==> config.mk <==
export PLATFORM = sky130hd
export DESIGN_NAME = srl_word_tx
export DESIGN_NICKNAME = d
export VERILOG_FILES = /design/src/rtl/srl_pkg.sv /design/src/rtl/srl_hold_buf.sv /design/src/rtl/srl_word_tx.sv
export SDC_FILE = /design/constraint.sdc
export NUM_CORES = 1
export LEC_CHECK = 0
export CORE_MARGIN = 4
export CORE_UTILIZATION = 55
export DETAILED_ROUTE_END_ITERATION = 10
export GPL_TIMING_DRIVEN = 0
export PLACE_DENSITY_LB_ADDON = 0.12
export SLEW_MARGIN = 10
export SYNTH_ARGS = -nofsm -noshare
export SYNTH_HDL_FRONTEND = slang
export SYNTH_SLANG_ARGS = --single-unit
==> constraint.sdc <==
create_clock -name clk -period 3 [get_ports clk]
set_clock_uncertainty 0.15 [all_clocks]
set_input_delay 0.3 -clock clk [delete_from_list [all_inputs] [get_ports clk]]
set_output_delay 0.3 -clock clk [all_outputs]
set_load 0.01 [all_outputs]
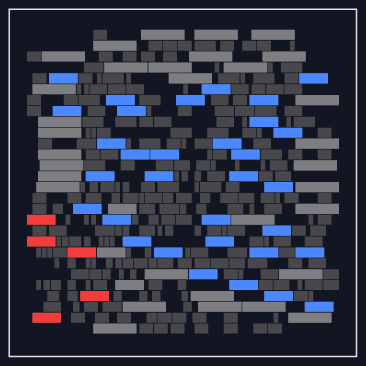
*Sequential cells grouped by signal name*
(4 px per um)
| signal | color | flops |
|---|---|---|
| `shifter` | blue | 32 |
| `cnt` | red | 5 |
total sequential power: 1.12 mW
sequential cell area: 1760 um2
sequential cell area share: 0.437

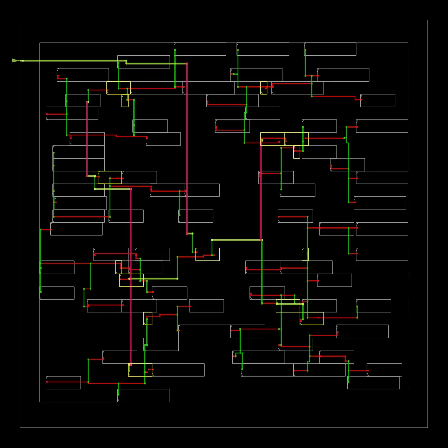
*Clock wiring as the flow saved it*
clock group power: 611 uW
CTS sink cnt: 72
Clock Buffer Count: 13

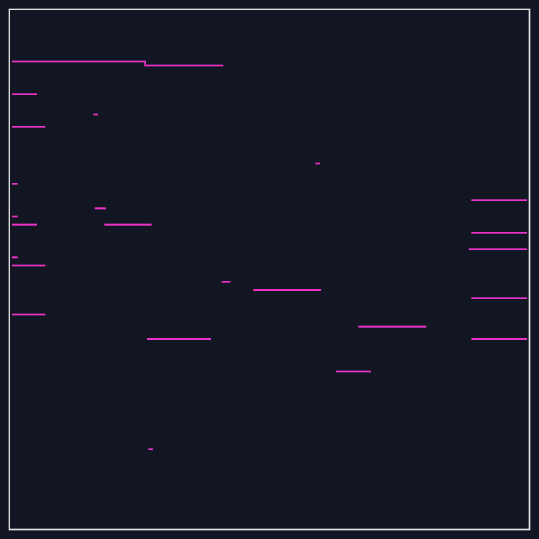
*Metal 3*
(6 px per um)
share of all routed wire: 2.6%
main direction: horizontal
nets with wire on the layer: 16
longest straight run: 22.1 um
total number of vias: 2148
final WL: 6070 um
met3 Usage GRT: 0.0342

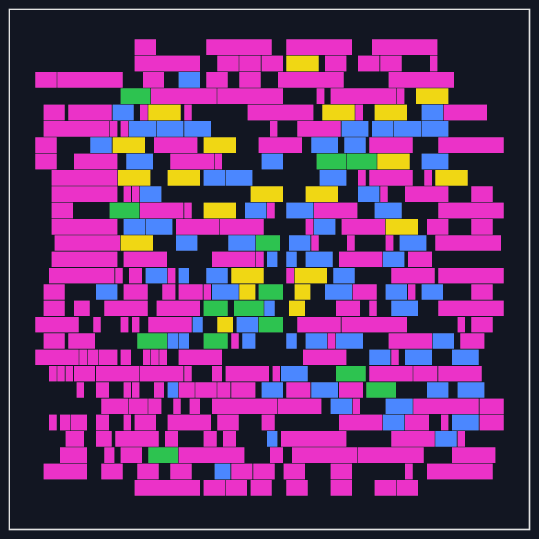
*Cell sizes after repair*
(6 px per um)
| size | color | cells |
|---|---|---|
| _0 and _1 cells | magenta | 209 |
| _2 cells | blue | 71 |
| _3 and _4 cells | yellow | 22 |
| _6 and larger | green | 14 |
synthesis-to-finish area growth: 19.0%
design area: 4030 um2

==> flow_summary_export.csv <==
group,metric,value,unit
placement,port_buffers,40,
placement,place_worst_setup_slack,0.671,ns
routing,wl_met1,2720,um
floorplan,chip_area,7470,um2
global_routing,grt_pass1_wl,10300,um
layout,nonClkBufAreaFrac,0.135,
setup_path,cp.depth,5,
clock_tree,h-tree-depth,3,
timing,finalClockPeriodUsage,0.852,
synth,ys_cells,261,
routing,post_drt_wl_per_cell,15.5,um
clock_tree,cts_buffers,9,
clock_tree,clk_latency,0.34,ns
run_status,status,"completed",
timing,finalSetupViolCount,0,
setup_path,arrival,2.10,ns
timing,max_slew_margin,0.482,
synth,synthAdderAreaFrac,0.0111,
synth,synthTopCellsByArea,"edfxtp_1 (28%), dfxtp_1 (24%), o22ai_2 (10%), nor3_2 (8.9%), mux2_4 (8.0%)",
synth,synthesis.nets,299,
placement,placedCellCount,376,
Power and IR drop assume default switching activity.
